### Cell area per tile, run 1

21 x 21 tiles, from dark blue (low) to red (high), 0 to 100% covered.
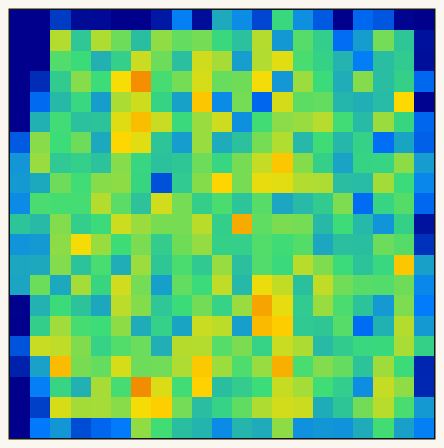
### Signal wires by layer, run 1

Bar = 50 um.
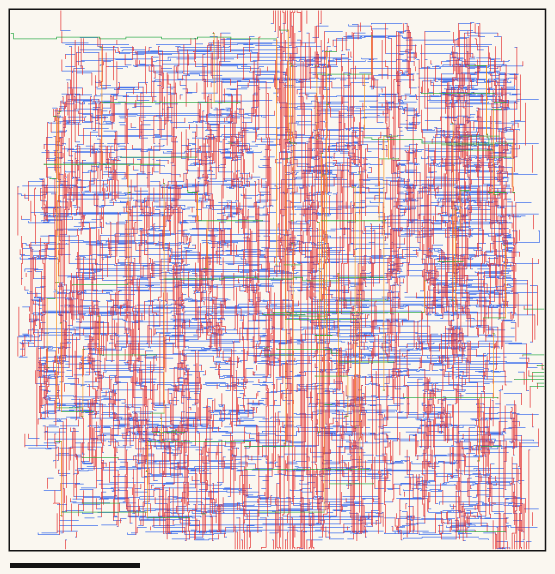
### Clock network drawn from the DEF, run 1

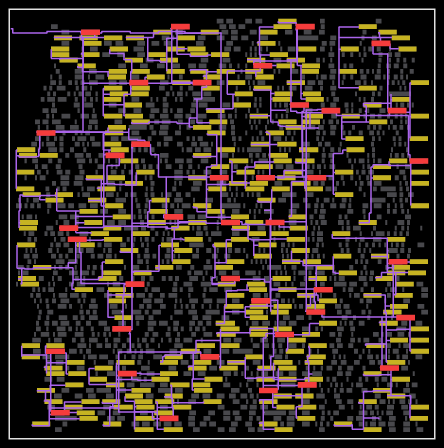
**config.mk**
```make
export PLATFORM = sky130hd
export DESIGN_NAME = radar_burst_controller
export DESIGN_NICKNAME = d
export VERILOG_FILES = /design/src/rtl/radar_burst_controller.sv
export SDC_FILE = /design/constraint.sdc
export NUM_CORES = 1
export LEC_CHECK = 0
export CELL_PAD_IN_SITES_DETAIL_PLACEMENT = 1
export CELL_PAD_IN_SITES_GLOBAL_PLACEMENT = 1
export CORE_AREA = 2 2 204 206
export CTS_CLUSTER_SIZE = 28
export DETAILED_ROUTE_END_ITERATION = 6
export DIE_AREA = 0 0 206 208
export GPL_TIMING_DRIVEN = 0
export PLACE_DENSITY_LB_ADDON = 0.1
export SLEW_MARGIN = 25
export SYNTH_ARGS = -nofsm -noshare
export SYNTH_HDL_FRONTEND = slang
export SYNTH_SLANG_ARGS = --single-unit
```
**constraint.sdc**
```tcl
create_clock -name clk -period 9.6 [get_ports clk]
set_input_delay 0.96 -clock clk [delete_from_list [all_inputs] [get_ports clk]]
set_output_delay 0.96 -clock clk [all_outputs]
set_load 0.005 [all_outputs]
```
**src/rtl/radar_burst_controller.sv**
```systemverilog
// radar_burst_controller: multi-pulse radar timing controller.
// Issues bursts of chirps at a programmable PRI and opens a delayed,
// fixed-length ADC capture window after every chirp start.
module radar_burst_controller #(
  parameter int unsigned CNT_WIDTH         = 32,
  parameter int unsigned BURST_WIDTH       = 16,
  parameter int unsigned SR_PRI_ADDR       = 0,
  parameter int unsigned SR_ADC_DELAY_ADDR = 1,
  parameter int unsigned SR_ADC_LEN_ADDR   = 2,
  parameter int unsigned SR_BURST_ADDR     = 3,
  parameter int unsigned SR_CTRL_ADDR      = 4,
  parameter int unsigned PRI_INIT          = 245760,
  parameter int unsigned ADC_DELAY_INIT    = 0,
  parameter int unsigned ADC_LEN_INIT      = 510,
  parameter int unsigned BURST_INIT        = 1
) (
  input  logic                   clk,
  input  logic                   reset,
  input  logic                   set_stb,
  input  logic [7:0]             set_addr,
  input  logic [31:0]            set_data,
  input  logic                   trigger,
  input  logic                   awg_ready,
  input  logic                   awg_active,
  input  logic                   awg_done,
  output logic                   awg_init,
  output logic                   awg_enable,
  output logic                   adc_enable,
  output logic [BURST_WIDTH-1:0] pulse_index,
  output logic                   busy,
  output logic                   burst_done,
  output logic                   error
);

  localparam int unsigned AGE_WIDTH = CNT_WIDTH + 1;
  localparam int unsigned PRI_MIN   = 4;
  // The pulse ends two cycles before the PRI boundary so that the
  // ARM and INIT cycles land the next awg_init exactly PRI cycles later.
  localparam int unsigned PRI_LEAD  = 2;

  typedef enum logic [2:0] {
    S_IDLE  = 3'd0,
    S_ARM   = 3'd1,
    S_INIT  = 3'd2,
    S_CHIRP = 3'd3,
    S_WAIT  = 3'd4
  } state_t;

  state_t r_state;
  state_t w_state_nxt;

  // settings-side registers
  logic [CNT_WIDTH-1:0]   r_pri_set;
  logic [CNT_WIDTH-1:0]   r_dly_set;
  logic [CNT_WIDTH-1:0]   r_len_set;
  logic [BURST_WIDTH-1:0] r_burst_set;
  logic [1:0]             r_mode;

  // working (shadow) registers, loaded on IDLE->ARM
  logic [CNT_WIDTH-1:0]   r_pri;
  logic [CNT_WIDTH-1:0]   r_dly;
  logic [CNT_WIDTH-1:0]   r_len;
  logic [BURST_WIDTH-1:0] r_burst;

  logic                   r_trig_d;
  logic                   r_trig_rise;
  logic [CNT_WIDTH-1:0]   r_pri_cnt;
  logic [AGE_WIDTH-1:0]   r_adc_age;

  logic                   r_awg_init;
  logic                   r_awg_en;
  logic                   r_adc_en;
  logic [BURST_WIDTH-1:0] r_pulse_idx;
  logic                   r_busy;
  logic                   r_burst_done;
  logic                   r_error;

  logic                   w_wr_pri;
  logic                   w_wr_dly;
  logic                   w_wr_len;
  logic                   w_wr_burst;
  logic                   w_wr_ctrl;
  logic [CNT_WIDTH-1:0]   w_pri_new;
  logic [CNT_WIDTH-1:0]   w_dly_new;
  logic [CNT_WIDTH-1:0]   w_len_new;
  logic [BURST_WIDTH-1:0] w_burst_new;
  logic [1:0]             w_mode_new;
  logic [CNT_WIDTH-1:0]   w_pri_ld;
  logic [BURST_WIDTH-1:0] w_burst_ld;
  logic                   w_soft;
  logic                   w_abort;
  logic                   w_err_clr;
  logic                   w_start;
  logic                   w_shadow_ld;
  logic                   w_pri_zero;
  logic                   w_pri_due;
  logic                   w_last;
  logic                   w_pulse_fin;
  logic                   w_timeout;
  logic                   w_active;
  logic [AGE_WIDTH-1:0]   w_adc_age;
  logic [AGE_WIDTH-1:0]   w_win_end;
  logic                   w_win;

  logic                   w_awg_init_nxt;
  logic                   w_awg_en_nxt;
  logic                   w_adc_en_nxt;
  logic [BURST_WIDTH-1:0] w_pulse_idx_nxt;
  logic                   w_busy_nxt;
  logic                   w_burst_done_nxt;
  logic                   w_error_nxt;

  // settings decode; a write in the same cycle as a load is seen by the load
  assign w_wr_pri    = set_stb && (set_addr == 8'(SR_PRI_ADDR));
  assign w_wr_dly    = set_stb && (set_addr == 8'(SR_ADC_DELAY_ADDR));
  assign w_wr_len    = set_stb && (set_addr == 8'(SR_ADC_LEN_ADDR));
  assign w_wr_burst  = set_stb && (set_addr == 8'(SR_BURST_ADDR));
  assign w_wr_ctrl   = set_stb && (set_addr == 8'(SR_CTRL_ADDR));

  assign w_pri_new   = w_wr_pri   ? set_data[CNT_WIDTH-1:0]   : r_pri_set;
  assign w_dly_new   = w_wr_dly   ? set_data[CNT_WIDTH-1:0]   : r_dly_set;
  assign w_len_new   = w_wr_len   ? set_data[CNT_WIDTH-1:0]   : r_len_set;
  assign w_burst_new = w_wr_burst ? set_data[BURST_WIDTH-1:0] : r_burst_set;
  assign w_mode_new  = w_wr_ctrl  ? set_data[1:0]             : r_mode;

  assign w_soft      = w_wr_ctrl && set_data[2];
  assign w_abort     = w_wr_ctrl && set_data[3];
  assign w_err_clr   = w_wr_ctrl && set_data[4];

  assign w_pri_ld    = (w_pri_new < CNT_WIDTH'(PRI_MIN)) ? CNT_WIDTH'(PRI_MIN) : w_pri_new;
  assign w_burst_ld  = (w_burst_new == '0) ? BURST_WIDTH'(1) : w_burst_new;

  assign w_start     = ((w_mode_new == 2'd1) && (r_trig_rise || w_soft)) ||
                       (w_mode_new == 2'd2);
  assign w_shadow_ld = (r_state == S_IDLE) && (w_state_nxt == S_ARM);

  assign w_pri_zero  = (r_pri_cnt == '0);
  assign w_pri_due   = (r_pri_cnt <= CNT_WIDTH'(1));
  assign w_last      = (r_pulse_idx == (r_burst - BURST_WIDTH'(1)));

  // ADC window: age counts cycles since awg_init (0 in the INIT cycle);
  // ADC_LEN = 0 makes the range empty, so no window opens.
  assign w_active    = (r_state == S_INIT) || (r_state == S_CHIRP) || (r_state == S_WAIT);
  assign w_adc_age   = (r_state == S_INIT) ? '0 : r_adc_age;
  assign w_win_end   = {1'b0, r_dly} + {1'b0, r_len};
  assign w_win       = w_active && (w_adc_age >= {1'b0, r_dly}) && (w_adc_age < w_win_end);

  // state register
  always_ff @(posedge clk or posedge reset) begin
    if (reset) begin
      r_state <= S_IDLE;
    end else begin
      r_state <= w_state_nxt;
    end
  end

  // next-state logic and pulse/timeout event decode
  always_comb begin
    w_state_nxt = r_state;
    w_pulse_fin = 1'b0;
    w_timeout   = 1'b0;
    if (w_abort) begin
      w_state_nxt = S_IDLE;
    end else begin
      case (r_state)
        S_IDLE: begin
          if (w_start) begin
            w_state_nxt = S_ARM;
          end
        end
        S_ARM: begin
          if (awg_ready && !awg_active) begin
            w_state_nxt = S_INIT;
          end
        end
        S_INIT: begin
          w_state_nxt = S_CHIRP;
        end
        S_CHIRP: begin
          if (awg_done) begin
            if (w_pri_due) begin
              w_pulse_fin = 1'b1;
            end else begin
              w_state_nxt = S_WAIT;
            end
          end else if (w_pri_zero) begin
            w_timeout   = 1'b1;
            w_state_nxt = S_IDLE;
          end
        end
        S_WAIT: begin
          if (w_pri_due) begin
            w_pulse_fin = 1'b1;
          end
        end
        default: begin
          w_state_nxt = S_IDLE;
        end
      endcase
      if (w_pulse_fin) begin
        w_state_nxt = w_last ? S_IDLE : S_ARM;
      end
    end
  end

  // next values of the registered outputs
  always_comb begin
    w_awg_init_nxt   = (w_state_nxt == S_INIT);
    w_awg_en_nxt     = (w_state_nxt == S_CHIRP);
    w_adc_en_nxt     = w_win && !w_abort;
    w_busy_nxt       = (w_state_nxt != S_IDLE);
    w_burst_done_nxt = w_pulse_fin && w_last;
    w_pulse_idx_nxt  = r_pulse_idx;
    w_error_nxt      = r_error;
    if (w_abort || w_timeout || (w_pulse_fin && w_last)) begin
      w_pulse_idx_nxt = '0;
    end else if (w_pulse_fin) begin
      w_pulse_idx_nxt = r_pulse_idx + BURST_WIDTH'(1);
    end
    if (w_err_clr) begin
      w_error_nxt = 1'b0;
    end
    if (w_timeout) begin
      w_error_nxt = 1'b1;
    end
  end

  // output registers
  always_ff @(posedge clk or posedge reset) begin
    if (reset) begin
      r_awg_init   <= 1'b0;
      r_awg_en     <= 1'b0;
      r_adc_en     <= 1'b0;
      r_pulse_idx  <= '0;
      r_busy       <= 1'b0;
      r_burst_done <= 1'b0;
      r_error      <= 1'b0;
    end else begin
      r_awg_init   <= w_awg_init_nxt;
      r_awg_en     <= w_awg_en_nxt;
      r_adc_en     <= w_adc_en_nxt;
      r_pulse_idx  <= w_pulse_idx_nxt;
      r_busy       <= w_busy_nxt;
      r_burst_done <= w_burst_done_nxt;
      r_error      <= w_error_nxt;
    end
  end

  // settings registers and trigger edge detect
  always_ff @(posedge clk or posedge reset) begin
    if (reset) begin
      r_pri_set   <= CNT_WIDTH'(PRI_INIT);
      r_dly_set   <= CNT_WIDTH'(ADC_DELAY_INIT);
      r_len_set   <= CNT_WIDTH'(ADC_LEN_INIT);
      r_burst_set <= BURST_WIDTH'(BURST_INIT);
      r_mode      <= 2'd0;
      r_trig_d    <= 1'b0;
      r_trig_rise <= 1'b0;
    end else begin
      r_pri_set   <= w_pri_new;
      r_dly_set   <= w_dly_new;
      r_len_set   <= w_len_new;
      r_burst_set <= w_burst_new;
      r_mode      <= w_mode_new;
      r_trig_d    <= trigger;
      r_trig_rise <= trigger && !r_trig_d;
    end
  end

  // shadow registers, updated only when a burst is armed
  always_ff @(posedge clk or posedge reset) begin
    if (reset) begin
      r_pri   <= CNT_WIDTH'(PRI_INIT);
      r_dly   <= CNT_WIDTH'(ADC_DELAY_INIT);
      r_len   <= CNT_WIDTH'(ADC_LEN_INIT);
      r_burst <= BURST_WIDTH'(BURST_INIT);
    end else if (w_shadow_ld) begin
      r_pri   <= w_pri_ld;
      r_dly   <= w_dly_new;
      r_len   <= w_len_new;
      r_burst <= w_burst_ld;
    end
  end

  // PRI down-counter and ADC age counter, both restarted by INIT
  always_ff @(posedge clk or posedge reset) begin
    if (reset) begin
      r_pri_cnt <= '0;
      r_adc_age <= '0;
    end else if (r_state == S_INIT) begin
      r_pri_cnt <= r_pri - CNT_WIDTH'(PRI_LEAD);
      r_adc_age <= AGE_WIDTH'(1);
    end else if ((r_state == S_CHIRP) || (r_state == S_WAIT)) begin
      if (!w_pri_zero) begin
        r_pri_cnt <= r_pri_cnt - CNT_WIDTH'(1);
      end
      if (r_adc_age != '1) begin
        r_adc_age <= r_adc_age + AGE_WIDTH'(1);
      end
    end
  end

  assign awg_init    = r_awg_init;
  assign awg_enable  = r_awg_en;
  assign adc_enable  = r_adc_en;
  assign pulse_index = r_pulse_idx;
  assign busy        = r_busy;
  assign burst_done  = r_burst_done;
  assign error       = r_error;

endmodule

```
==> notes.md, run 1 <==
This note records the results obtained with Yosys and OpenROAD.

Placement
The setup slack at placement is 3.93 ns. The count of buffers added on input and output ports is 68.

Final layout
Multi-input gates account for 44.4% of the area. In the final design database the tool counted 2018 nets. For this run, the script counts the antenna cells in the layout as 0. Registers take 7990 um^2. In this run the layout overhead on the synthesized area is reported as 17.0%. The layout has 140 buffers outside the clock class.

The number of standard cells in the layout, taps in and fillers out is 2430. The flip-flop and latch share of the layout cell area is 38.4%.

Timing
The least setup slack across all paths after layout is 3.93 ns. Per the final report, max-transition violations number 0. The smallest hold slack is 0.414 ns. The transition time at the pin with the least slew margin is 0.891 ns.

The final period demand of the worst path is 5.67 ns. Derived from the worst setup path, the maximum achievable clock frequency is 176 MHz. Setup repair after global routing left no endpoint under its margin. Summed over all failing endpoints, the final setup total negative slack is 0 ns.

Synthesis
The chip area in the Yosys report is 17800 um^2. The mean instance size in the synthesized netlist is 10.2 um^2. Summing every instance area after synthesis gives 17800 um^2. The number of nets in the synthesized netlist is 1897.

The main flop type after synthesis is dfrtp_1. In this run, synthesis inferred 0 flip-flops with an integrated enable. Yosys mapped the design onto 69 distinct sky130hd cell types.

The number of cell instances after yosys synthesis is 1746. The flip-flop and latch count after synthesis is 318.

Min path
The min-delay analysis places its worst path in the category reg2reg.

Pwr
The leakage power in the latest report is 10.0 nW. The register share of total power is 32.9%. The sequential cell power is 1.88 mW. The power of the combinational group is 2.26 mW. The switching power is 2.21 mW.

Clocking
Gates resized during post-CTS repair numbered 0. The sink count of the clock tree is 318. The number of buffers inserted during clock tree synthesis is 39. The cell sitting at the root of the clock tree is a clkbuf_16. TritonCTS built the clock tree. The number of buffers on the longest clock path is 3.

Global routing
The global-route wire length before repair is 83.7 mm. The initial antenna violation count came to 2. The global routing usage on met2 is 43.8%.

Setup path
The startpoint of the lowest-slack register-to-register path is r_dly[0].

Die
In this run the full chip footprint comes out at 42800 um^2. The number of standard-cell rows in the floorplan is 74. In this run the horizontal extent of the chip is 206 um. In this run the vertical extent of the chip is 208 um.

Run status
The run finished with clean final reports.

Job
Across the run, the number of max-cap violations was 0.
Back to the opening pictures, 'Cell area per tile':
4.1% of the tiles are over 75% full. The mean over all tiles is 47%. 4.5% of the tiles are nearly empty. The fullest tile reaches 84%.
area of the core region: 40600 um^2
starting density of the core: 43.8%

Back to the opening pictures, 'Signal wires by layer':
Blue shows M1, wire length 22.7 mm. Green shows M3, wire length 1290 um. Red shows M2, wire length 26.2 mm. Orange shows M4, wire length 2110 um.
total detailed-routing wirelength: 52.3 mm
via count: 13600
total routing resource utilization after global routing: 25.2%

Back to the opening pictures, 'Clock network drawn from the DEF':
Red shows clock-net drivers, count 39. Purple shows clock wires, length 4710 um. Yellow shows flip-flops, count 318.
Position of the flops: widely spread.
clock power share: 27.6%
power in the clock group: 1.58 mW
largest clock skew in the final design: 0.0185 ns

run 1: cell families (layout without fill, tap and decap cells):
family	count (synthesis)	after routing	share of synthesized area (%)
xor gates and xnor gates	112	112	5.52
buffers and inverters	125	277	3.20
and+or+nand+nor	601	601	16.9
adders and majority gates	104	104	7.36
muxes	190	190	12.0
DFF	318	318	45.0
AOI/OAI and AO/OA	296	296	10.1
run 1: cells in the mapped netlist (all sizes together) (16+ instances only):
library cell,instances,area (um^2)
ha,103,1290
and3,17,106
nor2,130,488
or3,23,154
a21oi,98,490
nand3,37,198
mux2,179,2020
dfstp,26,683
o21ai,83,415
nor4,35,249
buf,16,160
inv,65,244
nor2b,43,269
xor2,68,596
dfrtp,292,7310
nand2,184,691
nor3,38,190
a21o,36,270
xnor2,44,385
nand4,37,231
clkbuf,44,165
run 1: worst max-delay path by stage:
| stage | from | end | slack (ns) | cells after the start |
|---|---|---|---|---|
| 6_report | r_dly[0] | adc_enable | 3.93 | 18 |
| 3_5_place_dp | r_dly[0] | adc_enable | 3.93 | 18 |
| 3_3_place_gp | reset | r_pri_cnt[26] | 1.99 | 2 |
| 5_1_grt | r_dly[0] | adc_enable | 3.55 | 18 |
| 4_1_cts | r_dly[0] | adc_enable | 3.88 | 18 |
| 2_1_floorplan | reset | adc_enable | 4.42 | 1 |
run 1: registers in the layout, summed over array words and instances (netlist names), 32 cells and up:
signal     flops
r_adc_age     33
r_dly         32
r_dly_set     32
r_len         32
r_len_set     32
r_pri         32
r_pri_cnt     32
r_pri_set     32
run 1: routing by layer:
layer	up-vias	wire length [um]
li1	6455	-
met1	6880	22700
met2	159	26200
met3	103	1290
met4	0	2110
met5	-	0
### Selected gate families, run 1

Bar = 50 um.
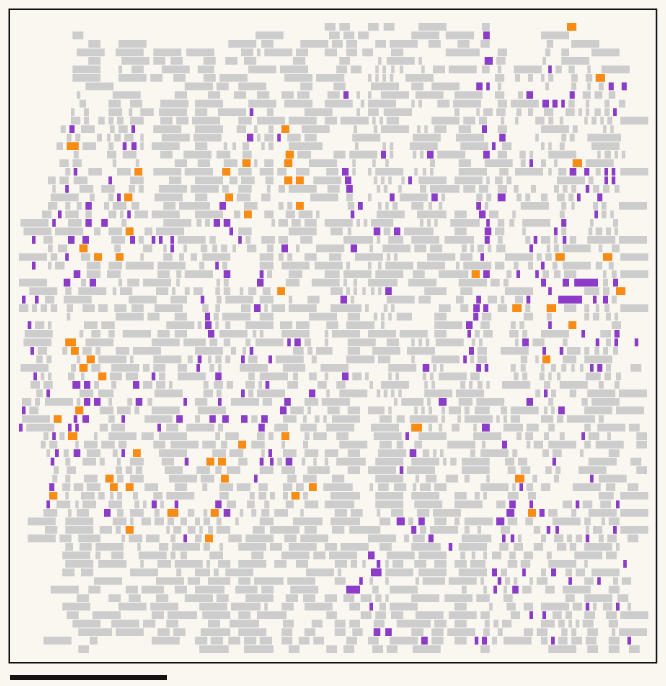

## Run 2: what changed since run 1
Clock period 9.6 ns to 4.7 ns, I/O delays scaled along.
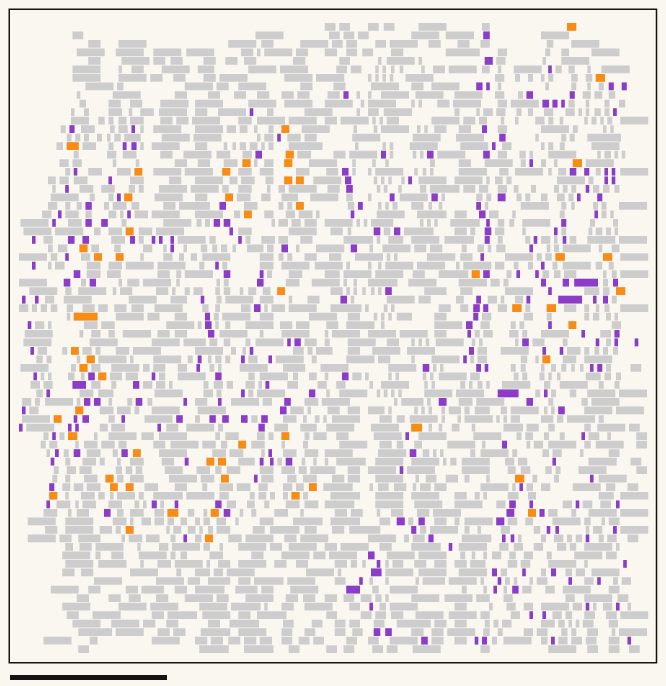
*Selected gate families, run 2*
Bar = 50 um.
Purple shows nor cells, cells 255, most used nor2_1, where widely spread. Orange shows non-inverting ao/oa cells, cells 56, most used a21o_1.
final non-filler cell total: 2435
most instantiated logic cell after routing: dfrtp_1
combinational share of cell area: 44.6%

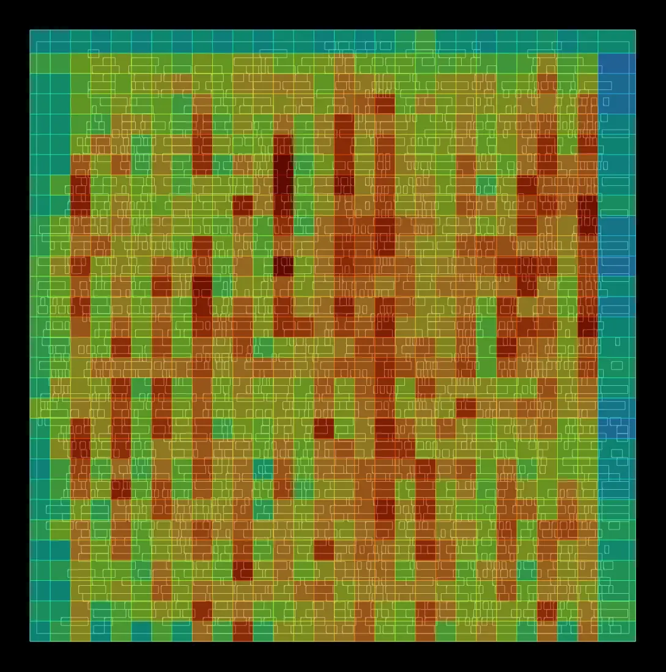
*Track usage over the die, run 2*
GR Layer Usage met2: 44.0%
Top Usage Layer GRT: met2
GR Layer Usage met3: 3.04%
met1 Use GR: 31.5%

==> run 2 against run 1 <==
  * Via count rose by 0.27%
  * First-iteration DRC count rose by 7.5%
  * Total power rose by 110%
  * Critical path type unchanged
  * Critical endpoint unchanged
==> notes.md, run 2 <==
This note records the results obtained with Yosys and OpenROAD.

Synthesis
The flip-flop and latch count after synthesis was 318 (unchanged). The count of flip-flops with a built-in enable after synthesis is 0 (unchanged). The largest family of logic cells by area is simple AND/OR/NAND/NOR gates (unchanged). The area of the mapped netlist is 17800 um^2 (unchanged). The mean instance size in the synthesized netlist is 10.2 um^2 (unchanged). The chip area in the Yosys report is 17800 um^2 (unchanged). The number of cell instances after yosys synthesis is 1746 (unchanged).

Final layout
The flip-flop and latch share of the layout cell area came to 38.1% (was 38.4%). The number of non-clock buffers was 145 (was 140). The area occupied by registers is 7990 um^2 (unchanged). The antenna diode count came to 0 (unchanged).

Timing
The number of max-slew violations in the final report was 0 (unchanged). The transition time at the pin with the least slew margin is 0.805 ns (was 0.891 ns). The highest clock rate is 219 MHz (was 176 MHz).

Die
The height of the die was 208 um (unchanged). The chip footprint came to 42800 um^2 (unchanged). The number of standard-cell rows in the floorplan came to 74 (unchanged). The die width is 206 um (unchanged).

Clocking
The number of buffers on the longest clock path came to 3 (unchanged).

Global routing
The initial antenna violation count came to 2 (unchanged). The total routing usage reported by global routing is 25.3% (was 25.2%).

Job
The number of violations of the max-capacitance limit is 0 (unchanged).

Run status
Result of the run: completed (unchanged).
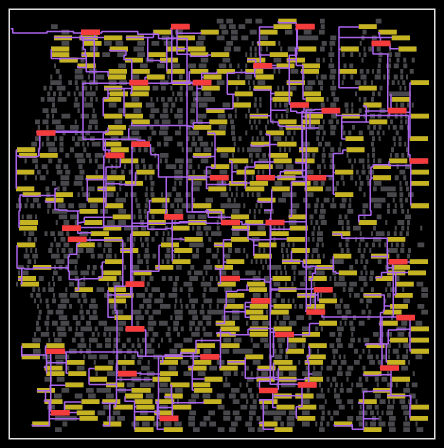
*Clock network drawn from the DEF, run 2*
clock power share: 27.4%
largest clock skew in the final design: 0.0180 ns
power in the clock group: 3.23 mW
Skew-Pair Late Insertion Delay: 0.56 ns

[run 2: per-stage QoR]
stage	setup TNS (ns)	hold WS, ns	area, um^2
CTS	0	0.308	20900
global route	-0.0184	0.352	21000
detailed placement	-0.967	0.410	19400
global placement	-710.75	0.408	19100
floorplan	0	0.378	17800
finish	0	0.314	21000
[run 2: kinds of logic after synthesis]
logic type      after synthesis
flops                       318
simple gates                601
buf+inv                     125
fa+ha+maj                   104
xor+xnor                    112
compound gates              296
mux                         190
[run 2: timing repair]
| action | CTS | global route |
|---|---|---|
| buffers inserted | 3 | 3 |
| endpoints found under the setup margin | 1 | 1 |
| gates resized | 18 | 18 |
| pin swaps | 4 | 14 |
| hold buffers | 0 | 0 |
[run 2: report_power, final]
group	total (mW)	internal (mW)	switching, mW
Sequential	3.84	3.30	0.547
Combinational	4.72	1.93	2.79
Clock	3.23	1.99	1.24
Total	11.8	7.22	4.58
[run 2: layer usage]
metal	global-route usage, %	vias up	part of all wire (%)
met2	44.0	154	50
li1	-	6461	-
met1	31.5	6922	44
met4	10.7	0	3.8
met3	3.04	97	2.3
met5	0	-	0
[run 2: path summary, 6_finish.rpt]
check,startpoint,end,slack (ns)
worst min register to register,r_trig_d,r_trig_rise,0.41
worst min-delay path,reset,r_len[9],0.31
min in group clk,trigger,r_trig_d,0.39
max in group asynchronous,reset,r_burst[0],3.12
worst max-delay path,r_dly[0],adc_enable,0.14
worst max register to register,r_dly[0],adc_enable,0.14
## Run 3: what changed since run 2
Settings changed: ABC_AREA from default to 0.
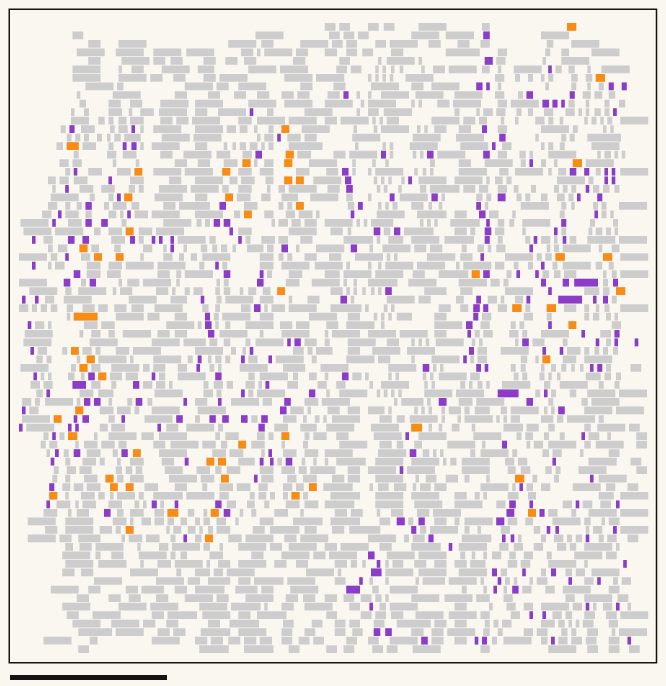
*Selected gate families, run 3*
Bar = 50 um.
Purple shows nor cells, cells 255, most used nor2_1, where widely spread. Orange shows non-inverting ao/oa cells, cells 56, most used a21o_1.

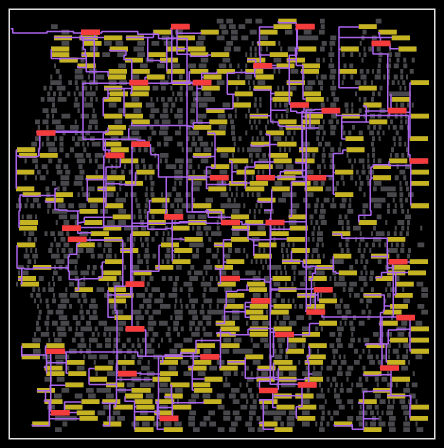
*Clock network drawn from the DEF, run 3*

==> run 3 against run 2 <==
  * First-iteration DRC count stayed put
  * Sequential cell count is the same
  * Register-to-register slack barely moved
  * Cell count stayed put
  * Highest routed layer unchanged
  * Non-clock buffer count did not move
  * Via count unchanged
==> notes.md, run 3 <==
This note records the results obtained with Yosys and OpenROAD.

Global routing
The global-route wire length before repair was 84.0 mm (unchanged). The initial antenna violation count is 2 (unchanged).

Die
The number of standard-cell rows in the floorplan is 74 (unchanged). The die width is 206 um (unchanged). The initial core utilization is 43.8% (unchanged). The chip footprint is 42800 um^2 (unchanged).

Job
The number of violations of the max-capacitance limit was 0 (unchanged).

Clocking
The CTS tree was built (unchanged). The number of buffers on the longest clock path was 3 (unchanged). The clock latency at the later pin of the worst-skew pair came to 0.56 ns (about the same).

Final layout
The area added between synthesis and finish is 18.0% (unchanged). The number of standard cells in the layout, taps in and fillers out is 2435 (unchanged). The antenna diode count is 0 (unchanged). The most instantiated logic cell after routing is dfrtp_1 (unchanged).

Run status
Result of the run: completed (unchanged).

Placement
The post-placement cell area is 19400 um^2 (unchanged). The setup slack at placement came to -0.967 ns (unchanged).

Detailed routing
The total wirelength of the detailed-routed design is 52.6 mm (unchanged). The via count is 13600 (unchanged).

Synthesis
Commonest cells in the netlist: dfrtp_1, nand2_1, nor2_1 (unchanged). The main flop type after synthesis is dfrtp_1 (unchanged). The mean instance size in the synthesized netlist is 10.2 um^2 (unchanged). Top cells by area, synth: dfrtp_1, mux2_2, ha_1, nand2_1, dfstp_2 (unchanged). The distinct cell type count of the synthesized netlist is 69 (unchanged). The cell with the most instances after synthesis is dfrtp_1 (unchanged). The area of the mapped netlist came to 17800 um^2 (unchanged).

Timing
The number of max-slew violations in the final report is 0 (unchanged). The least setup slack across all paths after layout came to 0.137 ns (unchanged). The transition time at the pin with the least slew margin is 0.805 ns (unchanged). The total negative setup slack is 0 ns (unchanged). The highest clock rate is 219 MHz (unchanged).

The worst clock skew is 0.0180 ns (unchanged).

Pwr
The static power due to leakage is 10.1 nW (unchanged).
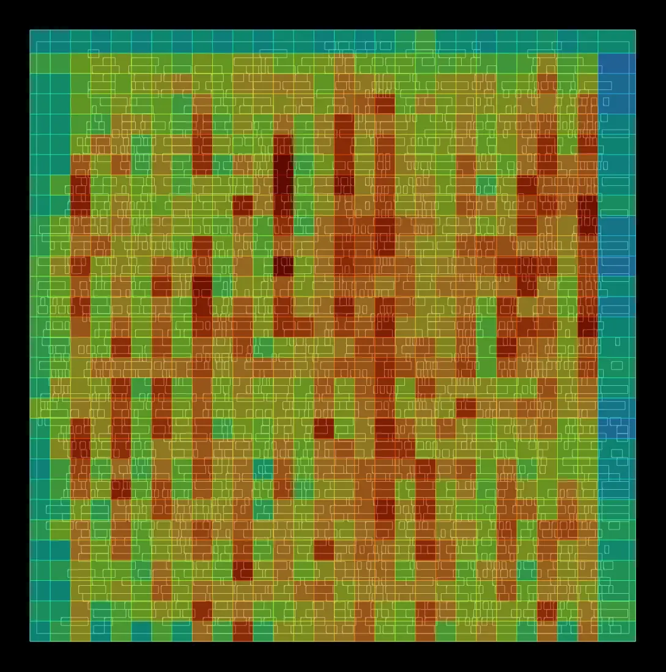
*Track usage over the die, run 3*
average wire per cell in the routed design: 21.6 um
Post-Route Utilization: 51.7%
total routing resource utilization after global routing: 25.3%

[run 3: cell counts after synthesis]
No cell type changed its count.
[run 3: where the power goes]
group | internal, mW | switching, mW | total (mW)
combinational | 1.93 | 2.79 | 4.72
clock | 1.99 | 1.24 | 3.23
sequential | 3.30 | 0.547 | 3.84
total | 7.22 | 4.58 | 11.8
[run 3: metal layers]
layer,wire [um],GRT usage (%),vias to the layer above
li1,-,-,6461
met1,23000,31.5,6922
met2,26400,44.0,154
met3,1210,3.04,97
met4,2030,10.7,0
met5,0,0,-
[run 3: worst paths after layout]
path | startpoint | endpoint | cells past startpoint
setup / recovery | r_dly[0] | adc_enable | 19
hold / removal | reset | r_len[9] | 2
setup reg to reg | r_dly[0] | adc_enable | 19
hold reg to reg | r_trig_d | r_trig_rise | 1
max in group asynchronous | reset | r_burst[0] | 6
min in group clk | trigger | r_trig_d | 1
[run 3: cell families after synthesis]
family                     Yosys count  synth area share, %
AOI/OAI and AO/OA                  296                 10.1
xor gates and xnor gates           112                 5.52
adders and majority gates          104                 7.36
buffers and inverters              125                 3.20
DFF                                318                 45.0
muxes                              190                 12.0
and+or+nand+nor                    601                 16.9
[run 3: layout make-up]
type                    instances  area [um^2]
well taps                     532          666
inverters                      65          248
plain buffers                  59          327
clock inverters                19          250
multi-input cells            1303         9360
repair buffers                 86          992
fillers                      4433        19600
clock buffers                  53         1140
flip-flops and latches        318         7990
[run 3: repair_timing]
action	in CTS	in global routing
pin swaps	4	14
resized	18	18
hold buffers	0	0
setup endpoints to repair	1	1
buffers inserted	3	3
Power is estimated from default activity; no workload was simulated.
